--- src/rtl/mem_port_arbiter.sv ---
// Round-robin arbiter that lets two cores share one memory load/store port.
// One transaction is in flight at a time, and a watchdog aborts any transaction the memory never completes.
module mem_port_arbiter #(
  parameter int ADDR_W  = 11,
  parameter int DATA_W  = 32,
  parameter int TIMEOUT = 15
) (
  input  logic                  clk,
  input  logic                  reset,
  input  logic [1:0]            req_rd,
  input  logic [1:0]            req_wr,
  input  logic [2*ADDR_W-1:0]   req_radrs,
  input  logic [2*ADDR_W-1:0]   req_wadrs,
  input  logic [2*DATA_W-1:0]   req_wdata,
  output logic [1:0]            ack,
  output logic                  ack_err,
  output logic [DATA_W-1:0]     ack_rdata,
  output logic                  busy,
  output logic                  mem_r_en,
  output logic [ADDR_W-1:0]     mem_radrs,
  output logic                  mem_w_en,
  output logic [ADDR_W-1:0]     mem_wadrs,
  output logic [DATA_W-1:0]     mem_wdata,
  input  logic                  mem_r_valid,
  input  logic                  mem_w_valid,
  input  logic [DATA_W-1:0]     mem_rdata
);

  localparam int TW = $clog2(TIMEOUT + 1);

  typedef enum logic [1:0] {S_IDLE, S_ISSUE, S_WAIT, S_RESP} state_t;

  state_t              state_q, state_d;
  logic                gnt_q, gnt_d;
  logic                op_wr_q, op_wr_d;
  logic                last_grant_q, last_grant_d;
  logic [TW-1:0]       timer_q, timer_d;
  logic [1:0]          ack_q, ack_d;
  logic                ack_err_q, ack_err_d;
  logic [DATA_W-1:0]   ack_rdata_q, ack_rdata_d;
  logic                busy_q, busy_d;
  logic                mem_r_en_q, mem_r_en_d;
  logic                mem_w_en_q, mem_w_en_d;
  logic [ADDR_W-1:0]   mem_radrs_q, mem_radrs_d;
  logic [ADDR_W-1:0]   mem_wadrs_q, mem_wadrs_d;
  logic [DATA_W-1:0]   mem_wdata_q, mem_wdata_d;

  logic [1:0]          cand_s;
  logic                pick_s;
  logic [TW-1:0]       timer_inc_s;

  assign cand_s      = req_rd | req_wr;
  // On a tie the core that was not served last wins; otherwise the lone requester wins.
  assign pick_s      = (cand_s == 2'b11) ? ~last_grant_q : cand_s[1];
  assign timer_inc_s = timer_q + TW'(1);

  always_comb begin
    state_d      = state_q;
    gnt_d        = gnt_q;
    op_wr_d      = op_wr_q;
    last_grant_d = last_grant_q;
    timer_d      = timer_q;
    ack_d        = 2'b00;
    ack_err_d    = 1'b0;
    ack_rdata_d  = '0;
    mem_r_en_d   = 1'b0;
    mem_w_en_d   = 1'b0;
    mem_radrs_d  = mem_radrs_q;
    mem_wadrs_d  = mem_wadrs_q;
    mem_wdata_d  = mem_wdata_q;

    case (state_q)
      S_IDLE: begin
        if (cand_s != 2'b00) begin
          gnt_d   = pick_s;
          op_wr_d = pick_s ? req_wr[1] : req_wr[0];
          if (pick_s ? req_wr[1] : req_wr[0]) begin
            mem_w_en_d  = 1'b1;
            mem_wadrs_d = pick_s ? req_wadrs[2*ADDR_W-1:ADDR_W] : req_wadrs[ADDR_W-1:0];
            mem_wdata_d = pick_s ? req_wdata[2*DATA_W-1:DATA_W] : req_wdata[DATA_W-1:0];
          end else begin
            mem_r_en_d  = 1'b1;
            mem_radrs_d = pick_s ? req_radrs[2*ADDR_W-1:ADDR_W] : req_radrs[ADDR_W-1:0];
          end
          state_d = S_ISSUE;
        end else begin
          state_d = S_IDLE;
        end
      end
      S_ISSUE: begin
        timer_d = '0;
        state_d = S_WAIT;
      end
      S_WAIT: begin
        // A completion of the wrong type does not finish the transaction.
        if ((!op_wr_q && mem_r_valid) || (op_wr_q && mem_w_valid)) begin
          ack_d       = gnt_q ? 2'b10 : 2'b01;
          ack_rdata_d = op_wr_q ? '0 : mem_rdata;
          state_d     = S_RESP;
        end else if (timer_inc_s == TW'(TIMEOUT)) begin
          ack_d     = gnt_q ? 2'b10 : 2'b01;
          ack_err_d = 1'b1;
          timer_d   = timer_inc_s;
          state_d   = S_RESP;
        end else begin
          timer_d = timer_inc_s;
        end
      end
      S_RESP: begin
        last_grant_d = gnt_q;
        state_d      = S_IDLE;
      end
      default: begin
        state_d = S_IDLE;
      end
    endcase

    busy_d = (state_d != S_IDLE);
  end

  always_ff @(posedge clk or posedge reset) begin
    if (reset) begin
      state_q      <= S_IDLE;
      gnt_q        <= 1'b0;
      op_wr_q      <= 1'b0;
      last_grant_q <= 1'b1;
      timer_q      <= '0;
      ack_q        <= 2'b00;
      ack_err_q    <= 1'b0;
      ack_rdata_q  <= '0;
      busy_q       <= 1'b0;
      mem_r_en_q   <= 1'b0;
      mem_w_en_q   <= 1'b0;
      mem_radrs_q  <= '0;
      mem_wadrs_q  <= '0;
      mem_wdata_q  <= '0;
    end else begin
      state_q      <= state_d;
      gnt_q        <= gnt_d;
      op_wr_q      <= op_wr_d;
      last_grant_q <= last_grant_d;
      timer_q      <= timer_d;
      ack_q        <= ack_d;
      ack_err_q    <= ack_err_d;
      ack_rdata_q  <= ack_rdata_d;
      busy_q       <= busy_d;
      mem_r_en_q   <= mem_r_en_d;
      mem_w_en_q   <= mem_w_en_d;
      mem_radrs_q  <= mem_radrs_d;
      mem_wadrs_q  <= mem_wadrs_d;
      mem_wdata_q  <= mem_wdata_d;
    end
  end

  assign ack       = ack_q;
  assign ack_err   = ack_err_q;
  assign ack_rdata = ack_rdata_q;
  assign busy      = busy_q;
  assign mem_r_en  = mem_r_en_q;
  assign mem_w_en  = mem_w_en_q;
  assign mem_radrs = mem_radrs_q;
  assign mem_wadrs = mem_wadrs_q;
  assign mem_wdata = mem_wdata_q;

endmodule

--- config.mk ---
export PLATFORM = sky130hd
export DESIGN_NAME = mem_port_arbiter
export DESIGN_NICKNAME = d
export VERILOG_FILES = /design/src/rtl/mem_port_arbiter.sv
export SDC_FILE = /design/constraint.sdc
export NUM_CORES = 1
export LEC_CHECK = 0
export CORE_ASPECT_RATIO = 1.75
export CORE_MARGIN = 3
export CORE_UTILIZATION = 42
export CTS_CLUSTER_DIAMETER = 120
export DETAILED_ROUTE_END_ITERATION = 10
export PLACE_DENSITY = 0.95
export SYNTH_ARGS = -nofsm -noshare
export SYNTH_HDL_FRONTEND = slang
export SYNTH_SLANG_ARGS = --single-unit
--- constraint.sdc ---
create_clock -name clk -period 8.8 [get_ports clk]
set_input_delay 1.32 -clock clk [delete_from_list [all_inputs] [get_ports clk]]
set_output_delay 1.32 -clock clk [all_outputs]
set_load 0.05 [all_outputs]
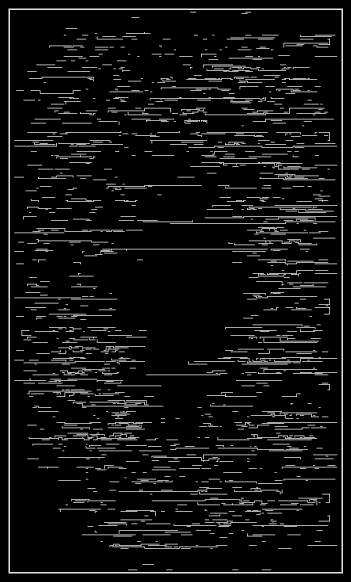
*Signal wires on met1, run 1*
nets with wire on the layer: 655
main direction: horizontal

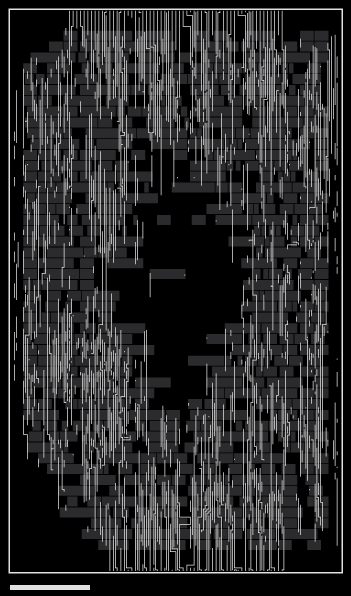
*Met2 routing, run 1*
Bar = 20 microns.
main direction: vertical
longest straight run: 45.7 microns
share of all routed wire: 55%

==> impl_metrics.json, run 1 <==
{
  "clkCellAreaFrac": 0.0449,
  "min-delay-start": "mem_wdata[25]",
  "postSynth.asyncResetShare": 1.00,
  "seq_area_frac": 0.353,
  "fp-utilization": 0.437,
  "p_clk_frac": 0.175,
  "synth_area_sq_um": 4380,
  "maxCapViolations": 0,
  "worstSetupPathType": "in2reg",
  "grt_pass1_vias": 3951,
  "flop_cell": "dfrtp_1",
  "fin_setup_tns_ns": 0,
  "worstMarginPinSlew_ns": 0.911,
  "edf_count": 0,
  "vias": 3692,
  "layout-drive-gt1-share": 0.0772,
  "comb_area_frac": 0.239,
  "grt_overflow": 0,
  "grt_pass1_wl_microns": 19900,
  "io_pins": 240,
  "status": "complete, no violations",
  "ys_area_sq_um": 4380,
  "ys_seq_frac": 0.577,
  "intPower_w": 0.00134,
  "r2r-start": "last_grant_q",
  "hold_viol_final": 0,
  "fa_ha_area_frac": 0.0171,
  "comb_power_share": 0.525,
  "yosys-top-cells-count": "dfrtp_1, nand2_1, mux2i_1",
  "maxUsedRoutingLayer": "met4",
  "pg_comb_w": 0.00126,
  "detail_route.vias_per_cell": 5.03,
  "worstReg2RegEnd": "mem_radrs[3]",
  "logic_family": "multiplexers",
  "clockRootBuffer": "clkbuf_16",
  "critPathLaunch": "req_wr[0]",
  "met3_length_microns": 943,
  "nClkBuffers": 9,
  "first_pass_iters": 4,
  "post_cts_resized": 0,
  "path_cells": "clkdlybuf4s50_1 > o21ai_2 > o21ai_4 > buf_4 > mux2_2 > mux2_2",
  "reg2regPathDepth": 5,
  "finalPower_w": 0.00240,
  "cts_hold_buf": 0,
  "dp_hpwl_microns": 10000,
  "syn2layout_area_growth_pct": 63.7,
  "n_all_inverters": 8,
  "critPathBufInv": 2,
  "grt.total_usage": 0.214,
  "wl_per_cell_microns": 17.2,
  "dr_wl_met2_microns": 6980,
  "drt_iter0_drc": 78,
  "maxSlewViolCount": 0,
  "logic_gates": 242,
  "stdcell_count": 734,
  "top_cell_area_share": 0.571,
  "dpl.cell_count": 718,
  "layout_top_cells": "clkdlybuf4s50_1, dfrtp_1, nand2_1",
  "timing.final.ws_setup_ns": 5.44,
  "dpl-instance-area_sq_um": 6850,
  "min_to": "mem_wdata[25]"
}
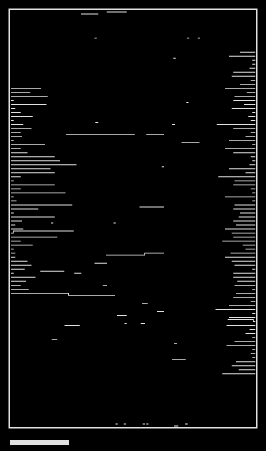
*Metal 3, run 1*
Bar = 20 microns.
share of all routed wire: 7.5%
main direction: horizontal

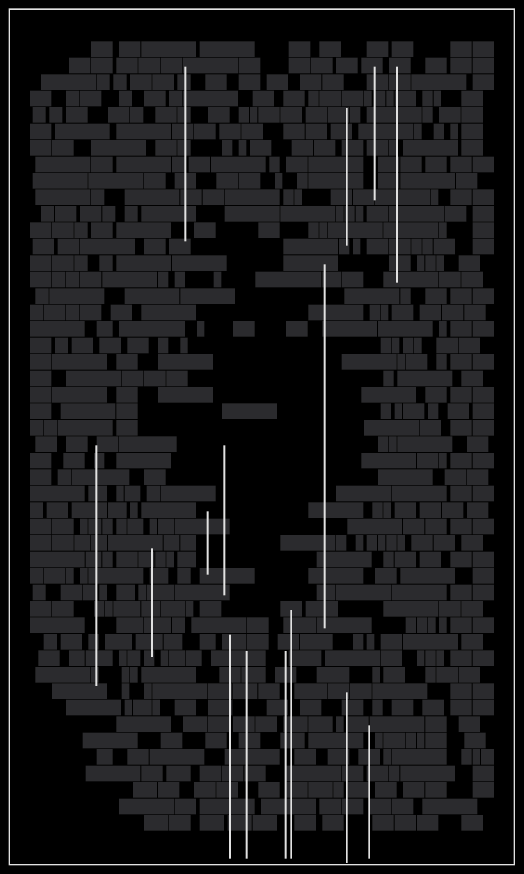
*M4 wires, run 1*
main direction: vertical
share of all routed wire: 3.6%
wire length on this layer: 455 microns
nets with wire on the layer: 14

### Track usage over the die, run 1

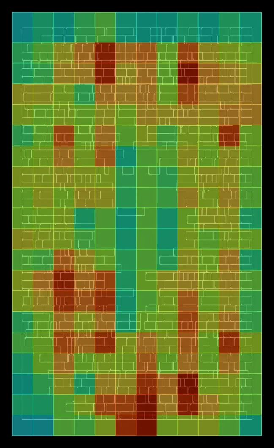

==> run 2, diff against run 1 <==
- CORE_UTILIZATION: 42 -> 39
- PLACE_DENSITY: 0.95 -> 0.91
- clock period: 8.8 -> 3.31 ns (I/O delays scaled with it)
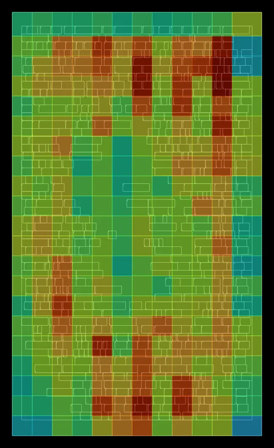
*Track usage over the die, run 2*
final core utilization: 0.671
Tot GR Track Use: 0.207
GRT met3 Usage: 0.0570

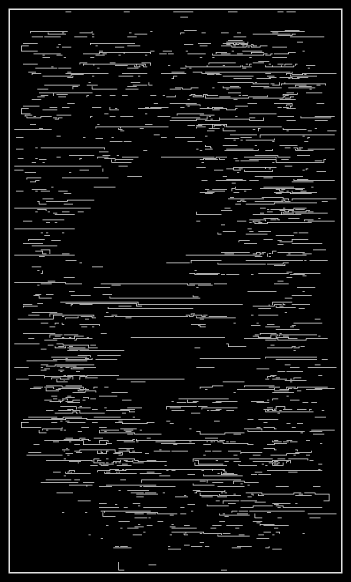
*Signal wires on met1, run 2*
longest straight run: 27.1 microns
wire length on this layer: 4280 microns
share of all routed wire: 33%
nets with wire on the layer: 643

==> run 2 against run 1 <==
Compared with the run above: count of clock-buffer cells in the layout increased by 2; via count increased by 0.35%; core utilization is 4.3 points lower; combinational power rose to 2.7 times the previous value; sequential power rose to 2.6 times the previous value; final cell count increased by 0.95%; final area rose by 1.3%; clock skew increased by 0.0014 ns; synthesized area stayed put; critical endpoint is now mem_wdata[31]; largest cell class unchanged; largest power group unchanged.
==> impl_metrics.json, run 2 <==
{
  "status": "complete, no violations",
  "dp_hpwl_microns": 10600,
  "synth_cell_types": 42,
  "p_clk_frac": 0.187,
  "ys_area_sq_um": 4380,
  "comb_power_share": 0.520,
  "detail_route.vias_per_cell": 5.00,
  "drt_iter0_drc": 111,
  "max_stage_delay_ns": 0.63,
  "logic_gates": 242,
  "worstReg2RegEnd": "mem_radrs[7]",
  "start_kind": "primary input",
  "worstPathRequired_ns": 3.50,
  "regArea_sq_um": 2530,
  "drt_wl_total_microns": 13100,
  "stdcell_count": 741,
  "clock_power_w": 0.00122,
  "cts_hold_buf": 0,
  "synth.most_common_cell": "dfrtp_1",
  "slowest_stage": "o21ai_4",
  "timing.final.ws_setup_ns": 1.15,
  "power-top-group": "combinational cells",
  "yosys-top-cells-count": "dfrtp_1, nand2_1, mux2i_1",
  "drc": 0,
  "p_per_area_nw_per_um2": 898,
  "gp_congestion": 0.821,
  "met3_length_microns": 1020,
  "met2_usage": 0.383,
  "preCtsSetupSlack_ns": 0.790,
  "die_area_sq_um": 12600,
  "postSynth.asyncResetShare": 1.00,
  "ys_seq_elements": 101,
  "finalPower_w": 0.00653,
  "numCtsBuffers": 9,
  "synth-xor-area-share": 0.00600,
  "worstMarginPinSlew_ns": 0.776,
  "logic_area_sq_um": 1720,
  "layout_top_cells": "clkdlybuf4s50_1, dfrtp_1, nand2_1",
  "grt_overflow": 0,
  "fp-utilization": 0.405,
  "critPathTopFamily": "buffers and inverters",
  "avgSynthCellArea_sq_um": 11.8,
  "layout-drive-gt1-share": 0.0802,
  "reg2regPathDepth": 4,
  "logic_family": "multiplexers",
  "antenna_left": 0,
  "area_leaders": "dfrtp_1, mux2i_1, o21ai_0",
  "flop_cell": "dfrtp_1",
  "aoi_share": 0.0891,
  "diodes": 0,
  "mostFrequentLayoutCell": "clkdlybuf4s50_1",
  "n_all_buffers": 244,
  "first_pass_iters": 4,
  "ys_sh_simple": 0.115,
  "syn-instance-count": 370,
  "r2r_slack_ns": 1.28,
  "grt_pass1_vias": 3932,
  "h-tree-depth": 3,
  "dr_wl_met2_microns": 7220,
  "critPathLaunch": "req_wr[1]",
  "fa_ha_area_frac": 0.0171,
  "cts_tree": "done",
  "seq_power_share": 0.293,
  "post_cts_resized": 0,
  "min-delay-start": "mem_wadrs[5]",
  "ys_seq_frac": 0.577,
  "cts_max_path_buffers": 2,
  "dpl.cell_count": 725,
  "ir_drop_v": 0.000512,
  "hold_ws_ns": 0.482,
  "worstSetupPathType": "in2reg",
  "grt.met1_usage": 0.207,
  "grt_max_degree": 58,
  "core-area_sq_um": 10800,
  "hold_viol_final": 0,
  "whs_path_depth": 2,
  "hold_class": "reg2reg",
  "grt_pass1_wl_microns": 20300,
  "wl_met1_microns": 4280,
  "synthMuxAreaShare": 0.162,
  "critPathBufInv": 2,
  "die_h_microns": 146,
  "yosys_cells": 370,
  "fmax_ghz": 0.462,
  "cts.clk_slew.worst_paths_ns": 0.06,
  "n_all_inverters": 8,
  "nClkBuffers": 11,
  "fin_setup_tns_ns": 0,
  "r2r-start": "last_grant_q",
  "portBuffers": 239,
  "syn2layout_area_growth_pct": 65.9,
  "vias": 3705,
  "maxCapViolations": 0,
  "maxSlewViolCount": 0,
  "comb_area_frac": 0.236,
  "p_leak_nw": 3.25,
  "crit_cells": 5,
  "rows": 50,
  "relSlewSlack": 0.483,
  "top_cell_area_share": 0.571,
  "maxUsedRoutingLayer": "met4",
  "dpl-instance-area_sq_um": 6910,
  "pg_comb_w": 0.00339,
  "clk_latency_ns": 0.33,
  "largest_area_cell": "dfrtp_1",
  "edf_count": 0,
  "path_cells": "clkdlybuf4s50_1 > o21ai_4 > buf_12 > mux2i_1 > o21ai_0",
  "sw_frac_of_total": 0.434,
  "intPower_w": 0.00369,
  "synth_area_sq_um": 4380,
  "syn_nets": 524,
  "largest_class": "sequential cells",
  "taps": 130,
  "fin_skew_ns": 0.0107,
  "finalSetupViolCount": 0,
  "flops": 101,
  "clockRootBuffer": "clkbuf_16",
  "netSwitchingPower_w": 0.00284,
  "io_pins": 240,
  "arrival_ns": 2.35,
  "antenna_found_initial": 0,
  "seq_area_frac": 0.348,
  "end_kind": "flip-flop",
  "min_period_ns": 2.16,
  "path_max_fanout": 37,
  "min_to": "mem_wadrs[5]",
  "wl_per_cell_microns": 17.6,
  "clkCellAreaFrac": 0.0494,
  "warnings": 30
}
### Met2 routing, run 2

Bar = 20 microns.
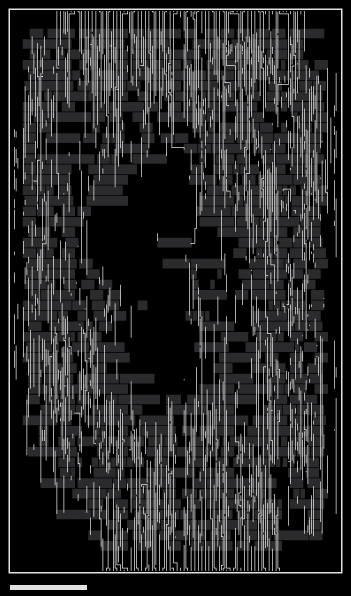

==> run 3, diff against run 2 <==
- clock period: 3.31 -> 2.25 ns (I/O delays scaled with it)
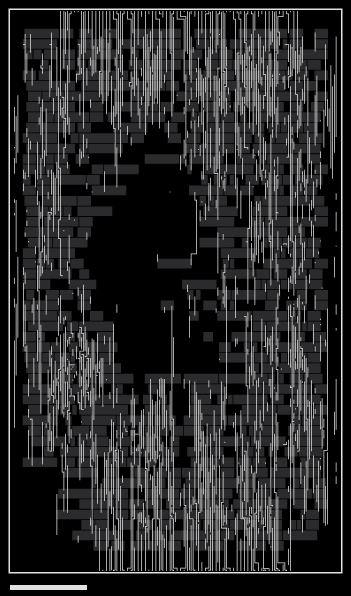
*Met2 routing, run 3*
Bar = 20 microns.
main direction: vertical
longest straight run: 40.1 microns
wire length on this layer: 7180 microns
nets with wire on the layer: 682
share of all routed wire: 55%

==> run 3 against run 2 <==
Compared with the run above: count of clock-buffer cells in the layout down 2; register-to-register slack worse by 0.87 ns; final area up 1.1%; final cell count up 2.3%.
==> impl_metrics.json, run 3 <==
{
  "status": "complete, no violations",
  "h-tree-depth": 3,
  "ys_seq_elements": 101,
  "fin_setup_tns_ns": 0,
  "clockRootBuffer": "clkbuf_16",
  "sw_frac_of_total": 0.447,
  "fmax_ghz": 0.534,
  "arrival_ns": 1.53,
  "io_pins": 240,
  "clk_latency_ns": 0.33,
  "hold_ws_ns": 0.451,
  "wl_per_cell_microns": 17.3,
  "reg2regPathDepth": 5,
  "wl_met1_microns": 4330,
  "detail_route.vias_per_cell": 4.96,
  "drc": 0,
  "dpl.cell_count": 742,
  "hold_class": "in2async",
  "largest_class": "non-clock buffers",
  "end_kind": "primary output",
  "grt_pass1_wl_microns": 20500,
  "critPathBufInv": 1,
  "fa_ha_area_frac": 0.0171,
  "layout_top_cells": "clkdlybuf4s50_1, dfrtp_1, nand2_1",
  "first_pass_iters": 4,
  "preCtsSetupSlack_ns": 0.0947,
  "path_cells": "clkdlybuf4s50_1",
  "clkCellAreaFrac": 0.0419,
  "critPathTopFamily": "buffers and inverters",
  "largest_area_cell": "dfrtp_1",
  "rows": 50,
  "maxUsedRoutingLayer": "met4",
  "comb_area_frac": 0.234,
  "drt_wl_total_microns": 13100,
  "gp_congestion": 0.880,
  "min_period_ns": 1.87,
  "synth.most_common_cell": "dfrtp_1",
  "p_clk_frac": 0.165,
  "timing.final.ws_setup_ns": 0.378,
  "yosys-top-cells-count": "dfrtp_1, nand2_1, mux2i_1",
  "worstSetupPathType": "reg2out",
  "met3_length_microns": 994,
  "antenna_left": 0,
  "mostFrequentLayoutCell": "clkdlybuf4s50_1",
  "cts_max_path_buffers": 2,
  "max_stage_delay_ns": 0.83,
  "p_leak_nw": 3.30,
  "die_area_sq_um": 12600,
  "ys_seq_frac": 0.577,
  "intPower_w": 0.00526,
  "ys_sh_simple": 0.115,
  "aoi_share": 0.0891,
  "taps": 130,
  "area_leaders": "dfrtp_1, mux2i_1, o21ai_0",
  "power-top-group": "combinational cells",
  "worstReg2RegEnd": "mem_radrs[3]",
  "cts_hold_buf": 0,
  "comb_power_share": 0.539,
  "met2_usage": 0.384,
  "synth_area_sq_um": 4380,
  "ys_area_sq_um": 4380,
  "r2r_slack_ns": 0.41,
  "final_util": 0.678,
  "worstMarginPinSlew_ns": 0.562,
  "synth-xor-area-share": 0.00600,
  "ir_drop_v": 0.000871,
  "relSlewSlack": 0.624,
  "die_h_microns": 146,
  "grt.met1_usage": 0.210,
  "path_max_fanout": 2,
  "grt_overflow": 0,
  "seq_area_frac": 0.344,
  "syn_nets": 524,
  "start_kind": "flip-flop",
  "critPathLaunch": "mem_wadrs[5]",
  "worstPathRequired_ns": 1.91,
  "diodes": 0,
  "top_cell_area_share": 0.571,
  "core-area_sq_um": 10800,
  "syn2layout_area_growth_pct": 67.6,
  "clock_power_w": 0.00157,
  "synthMuxAreaShare": 0.162
}
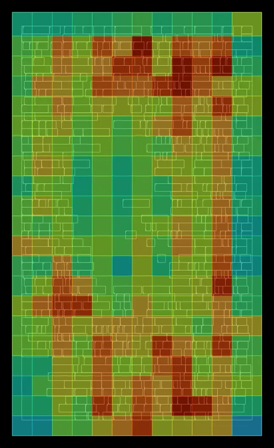
*Track usage over the die, run 3*
GRT met3 Usage: 0.0559
Tot GR Track Use: 0.209

Power and IR drop assume default switching activity.
